## src/rtl/spi_slave_burst_if.sv

```systemverilog
// Bus bundle between the SPI slave front-end and its master side: serial
// pins plus the parallel handshake towards the memory/register wrapper.
interface spi_slave_burst_if #(
  parameter int DATA_W = 8
);
  localparam int RX_W = DATA_W + 2;

  logic              SS_n;
  logic              MOSI;
  logic              MISO;
  logic [RX_W-1:0]   rx_data;
  logic              rx_valid;
  logic [DATA_W-1:0] tx_data;
  logic              tx_valid;
  logic              tx_ack;
  logic              frame_err;
  logic              rd_pending;

  modport slave (
    input  SS_n, MOSI, tx_data, tx_valid,
    output MISO, rx_data, rx_valid, tx_ack, frame_err, rd_pending
  );

  modport master (
    output SS_n, MOSI, tx_data, tx_valid,
    input  MISO, rx_data, rx_valid, tx_ack, frame_err, rd_pending
  );
endinterface

```

## src/rtl/spi_slave_burst.sv

```systemverilog
// SPI slave front-end: deserialises a command bit plus an RX_W-bit word per
// SS_n frame, and serialises wrapper read data on MISO with gap-free bursts
// of up to MAX_BURST words. Aborted receive frames raise frame_err.
module spi_slave_burst #(
  parameter int DATA_W    = 8,
  parameter int MAX_BURST = 4
) (
  input  logic              clk,
  input  logic              rst_n,
  spi_slave_burst_if.slave  bus
);
  localparam int RX_W  = DATA_W + 2;
  localparam int CNT_W = $clog2(RX_W + 1);
  localparam int WC_W  = $clog2(MAX_BURST + 1);
  localparam int BIT_W = $clog2(DATA_W);

  localparam logic [CNT_W-1:0] CNT_LAST  = CNT_W'(RX_W - 1);
  localparam logic [CNT_W-1:0] CNT_FULL  = CNT_W'(RX_W);
  localparam logic [WC_W-1:0]  WC_MAX    = WC_W'(MAX_BURST);
  localparam logic [BIT_W-1:0] BITS_LAST = BIT_W'(DATA_W - 1);

  typedef enum logic [2:0] {
    IDLE, CHK_CMD, WRITE, READ_ADD, READ_DATA, READ_TX
  } state_t;

  state_t            state, next_state;
  logic [CNT_W-1:0]  cnt;        // received payload bits, saturates at RX_W
  logic [WC_W-1:0]   word_cnt;   // words served this frame, saturates at MAX_BURST
  logic [BIT_W-1:0]  bits_left;  // bits still to drive from tx_shift
  logic [DATA_W-2:0] tx_shift;   // remaining bits of the word on MISO
  logic [CNT_W-1:0]  rx_idx;

  // Payload arrives MSB first, so bit cnt lands at position RX_W-1-cnt.
  assign rx_idx = CNT_LAST - cnt;

  // State register.
  always_ff @(posedge clk or negedge rst_n) begin
    if (!rst_n) state <= IDLE;
    else        state <= next_state;
  end

  // Next-state decode; SS_n high always falls back to IDLE.
  always_comb begin
    // NOTE: next_state gets a default before the case so no path leaves it
    // unassigned, which would otherwise infer a latch.
    next_state = state;
    unique case (state)
      IDLE:      if (!bus.SS_n) next_state = CHK_CMD;
      CHK_CMD: begin
        if (bus.SS_n)          next_state = IDLE;
        else if (!bus.MOSI)    next_state = WRITE;
        else if (bus.rd_pending) next_state = READ_DATA;
        else                   next_state = READ_ADD;
      end
      WRITE, READ_ADD: if (bus.SS_n) next_state = IDLE;
      READ_DATA: begin
        if (bus.SS_n)              next_state = IDLE;
        else if (cnt == CNT_LAST)  next_state = READ_TX;
      end
      READ_TX:   if (bus.SS_n) next_state = IDLE;
      default:   next_state = IDLE;
    endcase
  end

  // Receive shifter, transmit shifter, handshake pulses and counters.
  always_ff @(posedge clk or negedge rst_n) begin
    // NOTE: every register here, including the shifter, takes the async
    // reset so a reset mid-frame leaves no stale data driving MISO.
    if (!rst_n) begin
      bus.MISO       <= 1'b0;
      bus.rx_data    <= '0;
      bus.rx_valid   <= 1'b0;
      bus.tx_ack     <= 1'b0;
      bus.frame_err  <= 1'b0;
      bus.rd_pending <= 1'b0;
      cnt            <= '0;
      word_cnt       <= '0;
      bits_left      <= '0;
      tx_shift       <= '0;
    end else begin
      // NOTE: non-blocking assignments throughout so every register samples
      // the pre-edge values regardless of statement order.
      bus.rx_valid  <= 1'b0;
      bus.tx_ack    <= 1'b0;
      bus.frame_err <= 1'b0;
      unique case (state)
        IDLE: begin
          bus.MISO  <= 1'b0;
          cnt       <= '0;
          word_cnt  <= '0;
          bits_left <= '0;
        end
        WRITE, READ_ADD, READ_DATA: begin
          if (bus.SS_n) begin
            // Frame closed before the word was complete.
            if (cnt != CNT_FULL) bus.frame_err <= 1'b1;
          end else if (cnt != CNT_FULL) begin
            bus.rx_data[rx_idx] <= bus.MOSI;
            cnt <= cnt + 1'b1;
            if (cnt == CNT_LAST) begin
              bus.rx_valid <= 1'b1;
              if (state == READ_ADD) bus.rd_pending <= 1'b1;
            end
          end
        end
        READ_TX: begin
          if (bus.SS_n) begin
            // Master ended the frame: drop whatever is left of the word.
            bus.MISO  <= 1'b0;
            bits_left <= '0;
          end else if (bits_left != '0) begin
            bus.MISO  <= tx_shift[DATA_W-2];
            tx_shift  <= tx_shift << 1;
            bits_left <= bits_left - 1'b1;
          end else if (bus.tx_valid && word_cnt != WC_MAX) begin
            bus.MISO       <= bus.tx_data[DATA_W-1];
            tx_shift       <= bus.tx_data[DATA_W-2:0];
            bits_left      <= BITS_LAST;
            bus.tx_ack     <= 1'b1;
            bus.rd_pending <= 1'b0;
            word_cnt       <= word_cnt + 1'b1;
          end else begin
            bus.MISO <= 1'b0;
          end
        end
        default: ;
      endcase
    end
  end
endmodule

```

## src/flat_wrapper.sv

```systemverilog
// flat-port wrapper written by rule: the top's interface ports become plain ports
module spi_slave_burst_flat 
#(
  parameter int DATA_W    = 8,
  parameter int MAX_BURST = 4
)
  (clk, rst_n, bus_SS_n, bus_MOSI, bus_tx_data, bus_tx_valid, bus_MISO, bus_rx_data, bus_rx_valid, bus_tx_ack, bus_frame_err, bus_rd_pending);
  spi_slave_burst_if #(.DATA_W(DATA_W)) bus_i ();
  input  logic clk;
  input  logic rst_n;
  input wire logic [$bits(bus_i.SS_n)-1:0] bus_SS_n;
  input wire logic [$bits(bus_i.MOSI)-1:0] bus_MOSI;
  input wire logic [$bits(bus_i.tx_data)-1:0] bus_tx_data;
  input wire logic [$bits(bus_i.tx_valid)-1:0] bus_tx_valid;
  output wire logic [$bits(bus_i.MISO)-1:0] bus_MISO;
  output wire logic [$bits(bus_i.rx_data)-1:0] bus_rx_data;
  output wire logic [$bits(bus_i.rx_valid)-1:0] bus_rx_valid;
  output wire logic [$bits(bus_i.tx_ack)-1:0] bus_tx_ack;
  output wire logic [$bits(bus_i.frame_err)-1:0] bus_frame_err;
  output wire logic [$bits(bus_i.rd_pending)-1:0] bus_rd_pending;
  assign bus_i.SS_n = bus_SS_n;
  assign bus_i.MOSI = bus_MOSI;
  assign bus_i.tx_data = bus_tx_data;
  assign bus_i.tx_valid = bus_tx_valid;
  assign bus_MISO = bus_i.MISO;
  assign bus_rx_data = bus_i.rx_data;
  assign bus_rx_valid = bus_i.rx_valid;
  assign bus_tx_ack = bus_i.tx_ack;
  assign bus_frame_err = bus_i.frame_err;
  assign bus_rd_pending = bus_i.rd_pending;
  spi_slave_burst #(.DATA_W(DATA_W), .MAX_BURST(MAX_BURST)) u_core (.clk(clk), .rst_n(rst_n), .bus(bus_i));
endmodule
```

## config.mk

```make
export PLATFORM = sky130hd
export DESIGN_NAME = spi_slave_burst_flat
export DESIGN_NICKNAME = d
export VERILOG_FILES = /design/src/rtl/spi_slave_burst_if.sv /design/src/rtl/spi_slave_burst.sv /design/src/flat_wrapper.sv
export SDC_FILE = /design/constraint.sdc
export NUM_CORES = 1
export LEC_CHECK = 0
export CORE_MARGIN = 4
export CORE_UTILIZATION = 48
export DETAILED_ROUTE_END_ITERATION = 10
export GPL_TIMING_DRIVEN = 1
export PLACE_DENSITY = 0.75
export RECOVER_POWER = 25
export SYNTH_ARGS = -nofsm -noshare
export SYNTH_HDL_FRONTEND = slang
export SYNTH_SLANG_ARGS = --single-unit
export TNS_END_PERCENT = 50
```

## constraint.sdc

```tcl
create_clock -name clk -period 1.7 [get_ports clk]
set_input_delay 0.425 -clock clk [delete_from_list [all_inputs] [get_ports clk]]
set_output_delay 0.425 -clock clk [all_outputs]
set_load 0.005 [all_outputs]
```

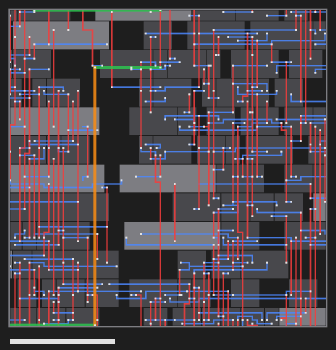
*Zoomed window, run 1*
Bar = 10 um. Region (20, 20) to (50, 50) um. Cells in grey, sequential cells in the stronger grey; small squares are vias.
legend:
  red:
    layer: M2
  orange:
    layer: M4
  blue:
    layer: M1
  green:
    layer: M3
cells with their middle in the window: 77
sequential cells in the window: 5
netlist names of flops here include: `u_core.cnt` (2), `u_core.tx_shift` (2)
most frequent: buf_4 (13), nand2_1 (7)

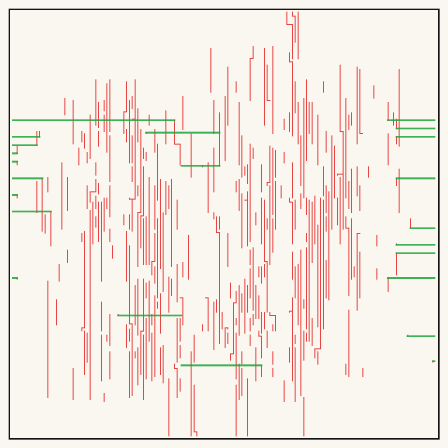
*Wiring by layer, run 1*
Only two layers are drawn.
legend:
  red:
    layer: M2
    wire_length: 1880 um
  green:
    layer: M3
    wire_length: 145 um

==> Slide: Implementation Results, run 1 <==
Key Metrics from the Run

Global route
  • Vias in the first global route: 1530
  • Total GRT Usage: 16.7%
  • Gr busiest metal: met2
  • Met1 GRT Util: 20.1%
  • Largest net degree at the start of global routing: 36
  • Met3 Use GR: 4.17%

Yosys
  • Yosys stat chip area: 1850 um2
  • FF+latch count, synth: 35
  • Fa+ha+maj area frac: 6.77%
  • Post-Syn Area: 1850 um2
  • Synth cell types: 39
  • Comb area leader: simple AND/OR/NAND/NOR gates
  • Synth top cells by count: 35 x dfrtp_1, 16 x nand2_1, 11 x inv_1, 11 x nand3_1
  • Most common cell in the netlist: dfrtp_1
  • Post-Synth AOI/OAI Area: 10.4%
  • Floorplan Nets: 196
  • Area share, top type: 47.4%

Cells and area
  • Most frequent cells in the layout: 35 x dfrtp_1, 25 x clkdlybuf4s50_1, 20 x buf_4
  • Top class by area: multi-input combinational cells
  • Share of layout cells above drive strength 1: 23.5%
  • Non-clk bufs: 49
  • Design area: 2480 um2
  • Clock-cell share: 5.50%
  • Post-layout util: 67.2%
  • P&R area growth vs syn: 34.2%
  • Final #Nets: 243

Clock network
  • Clk latency late pin: 0.29 ns
  • Maximum buffer depth of the clock tree: 2
  • Post-CTS sizing: 2
  • CTS tree: yes
  • CTS hold repair buffers: 0
  • Clock buffer count from CTS: 5

Drt
  • Detailed-route via count: 1420
  • Detail Route Antenna Nets: 0
  • Initial drt markers: 67
  • Met3 wire length: 144 um
  • DRT Pass-1 Iters: 4
  • WL/cell: 13.5 um
  • Max Used Layer: met4
  • Vias per cell: 5.28
  • Total routed wirelength: 3630 um

Worst setup path
  • Worst path top cell family by delay: flip-flops
  • Worst EP arrival: 1.93 ns
  • R2R Setup Slk: -0.05 ns
  • Crit path capture: u_core.bus.rx_data[3]
  • Worst Reg-to-Reg Cells: 6
  • Crit path from: u_core.cnt[1]
  • CP Class: reg -> reg
  • Crit Path Max Fanout: 11

Final timing
  • Slew Limit Headroom: 43.3%
  • Final setup violation count: 10
  • Min Tclk post-route: 1.75 ns
  • Fin worst setup slack: -0.0478 ns

Min path
  • Hold wc startpoint: u_core.tx_shift[6]
  • Min-Delay Endpoint: u_core.tx_shift[6]
  • HP Class: reg -> reg

Floorplanning
  • Tapcell count: 48

Placement
  • Dpl cell area: 2320 um2

Pwr
  • Sequential share of power: 40.0%
  • Sw power: 0.000560 W

Outcome
  • Status: finished, violations left
  • Failing checks: setup timing

Run
  • Tool warning count: 35
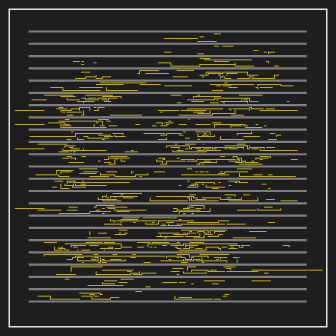
*The metal 1 layer, run 1*
Supply wires on this layer in grey.
longest straight run: 19.8 um
wire length on this layer: 1570 um
main direction: horizontal
share of all routed wire: 43%

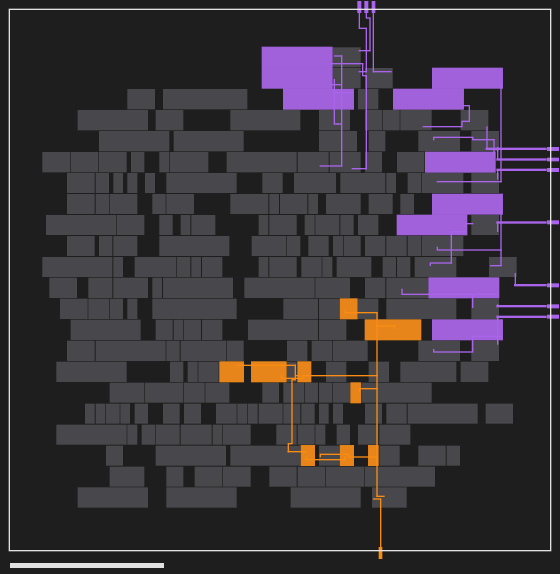
*I/O nets highlighted, run 1*
Bar = 20 um.
legend:
  purple:
    port: `bus_rx_data`
    bits: 10
    direction: output
    end_cells: 10
    buffers: 10
    wire: 224 um
  orange:
    port: `bus_SS_n`
    bits: 1
    direction: input
    end_cells: 9
    buffers: 2
    wire: 91.1 um

[run 1: sequential cells by signal, summed over array words and instances (netlist names), 3 cells and up]
register	cells
u_core.cnt	4
u_core.tx_shift	7
u_core.bits_left	3
u_core.state	3
u_core.bus.rx_data	10
u_core.word_cnt	3
[run 1: metrics by stage]
step	setup WS, ns	hold slack (ns)	cells	setup TNS (ns)
finish	-0.0478	0.492	269	-0.266
global route	-0.131	0.527	269	-1.20
CTS	-0.0390	0.491	268	-0.180
detailed placement	-0.312	0.475	260	-6.41
global placement	-0.282	0.467	260	-5.77
floorplan	-0.151	0.129	173	-0.881
[run 1: worst reg2reg max path, stage by stage (launching register included)]
cell	delay (ns)
dfrtp_1	0.41
ha_1	0.21
and3b_1	0.23
a211oi_4	0.21
buf_12	0.16
nand3_1	0.11
mux2_4	0.31
### Clock nets, run 1

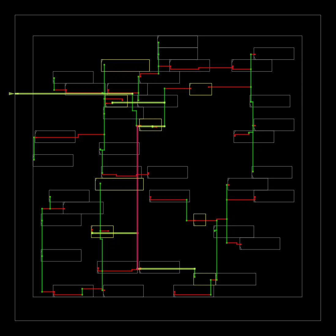

==> run 2, diff against run 1 <==
- ABC_AREA: not set -> 1
- PLACE_DENSITY: 0.75 -> 0.82
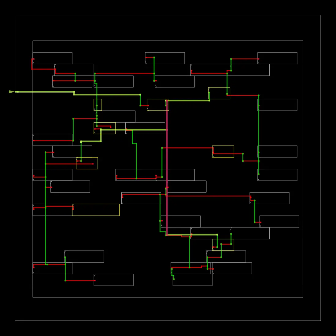
*Clock nets, run 2*
seq_cells: 35
Sinks on Clock Net: 35
clkbuf count: 6
Max Clock Skew: 0.0112 ns

==> Slide: Implementation Results, run 2 <==
Key Metrics from the Run

Pwr
  • Sw power: 0.00121 W
  • P_comb: 0.00117 W
  • Largest power group: registers
  • P_int: 0.00194 W
  • Sequential share of power: 37.6%
  • Clock-net power: 0.000794 W

Yosys
  • Comb area leader: simple AND/OR/NAND/NOR gates
  • EDFF count, synth: 0
  • Area share, top type: 45.6%
  • Fa+ha+maj area frac: 6.51%
  • Most common cell in the netlist: nand2_1
  • Post-Synth AOI/OAI Area: 7.42%
  • Synth cell types: 24
  • Synth top cells by count: 64 x nand2_1, 35 x dfrtp_1, 32 x nand3_1
  • Simple-gate share of the synthesized area: 30.1%
  • Ys async rst share: 100%
  • Floorplan Nets: 263
  • Post-Syn Area: 1920 um2
  • Yosys stat chip area: 1920 um2
  • FF+latch count, synth: 35
  • Syn_area_per_cell: 8.01 um2

Floorplanning
  • Row cnt: 22
  • CORE AREA: 3770 um2
  • Tapcell count: 48

Cells and area
  • Final #Nets: 301
  • P&R area growth vs syn: 26.1%
  • Design area: 2420 um2
  • Non-clk bufs: 34
  • Share of layout cells above drive strength 1: 12.5%
  • Final std cells w/o fill: 327
  • Register Area: 876 um2
  • Biggest register: u_core.bus.rx_data
  • Max reg flops: 10
  • Top class by area: multi-input combinational cells
  • Top flop regs: u_core.bus.rx_data x10, u_core.tx_shift x7, u_core.cnt x4
  • Clock-cell share: 4.85%
  • Most frequent cells in the layout: 64 x nand2_1, 35 x dfrtp_1, 31 x nand3_1
  • Mi-comb count: 176
  • Post-layout util: 64.3%

Global route
  • Gr busiest metal: met2
  • Vias in the first global route: 1602
  • Total GRT Usage: 17.4%
  • Met3 Use GR: 4.21%
  • Met1 GRT Util: 22.1%
  • Largest net degree at the start of global routing: 36

Drt
  • Detailed-route via count: 1656
  • DRT Pass-1 Iters: 4
  • Vias per cell: 5.06
  • Detail Route Antenna Nets: 0
  • Met3 wire length: 219 um
  • Total routed wirelength: 4160 um
  • WL/cell: 12.7 um
  • Initial drt markers: 108
  • Max Used Layer: met4

Worst setup path
  • Worst path top cell family by delay: buffers and inverters
  • Reg-to-Reg End: u_core.cnt[3]
  • Critical R2R Launch: u_core.cnt[0]
  • Worst EP arrival: 1.20 ns
  • Crit Path Max Fanout: 4
  • Worst Reg-to-Reg Cells: 7
  • R2R Setup Slk: 0.15 ns
  • Stages on the worst setup path: 1
  • CP Class: reg -> out

Clock network
  • CTS tree: yes
  • CTS hold repair buffers: 0
  • Clk latency late pin: 0.29 ns
  • CTS H-tree depth: 2
  • Clock buffer count from CTS: 5
  • Maximum buffer depth of the clock tree: 2

Min path
  • Hold wc startpoint: u_core.tx_shift[3]
  • Min-Delay Endpoint: u_core.tx_shift[3]
  • HP Class: reg -> reg

Placement
  • Pre-CTS WS: -0.0316 ns
  • Dpl hpwl: 3020 um
  • Dpl cell area: 2300 um2
  • DP Cell Count: 319
  • Placer Congestion: 0.853

Run
  • Max Cap Viol: 0
  • Tool warning count: 32

Outcome
  • Status: complete, no violations

Final timing
  • Hold WS: 0.486 ns
  • Min Tclk post-route: 1.62 ns
  • Fin worst setup slack: 0.0775 ns
  • Slew Limit Headroom: 42.8%
  • Final setup violation count: 0
  • RSZ-0062 raised after global routing: no
  • Setup TNS Final: 0 ns
-- run 2: how the worst max path moves through the flow --
| stage | to | slack [ns] | start |
|---|---|---|---|
| final | bus_rd_pending | 0.08 | u_core.bus.rd_pending |
| after global routing | u_core.bus.rx_data[6] | 0.02 | u_core.cnt[1] |
| after CTS | u_core.bus.MISO | 0.02 | u_core.bits_left[0] |
| after detailed placement | u_core.bus.rx_data[1] | -0.03 | bus_SS_n |
| after global placement | u_core.bus.rx_data[1] | 0.02 | bus_SS_n |
| after floorplan | u_core.bus.rx_data[0] | 0.28 | u_core.cnt[0] |
-- run 2: repair_timing --
item | CTS | global route
buffers inserted | 0 | 0
endpoints found under the setup margin | 0 | 19
gates resized | 0 | 8
Power figures rest on the tool's default switching activity, not on a simulated workload.
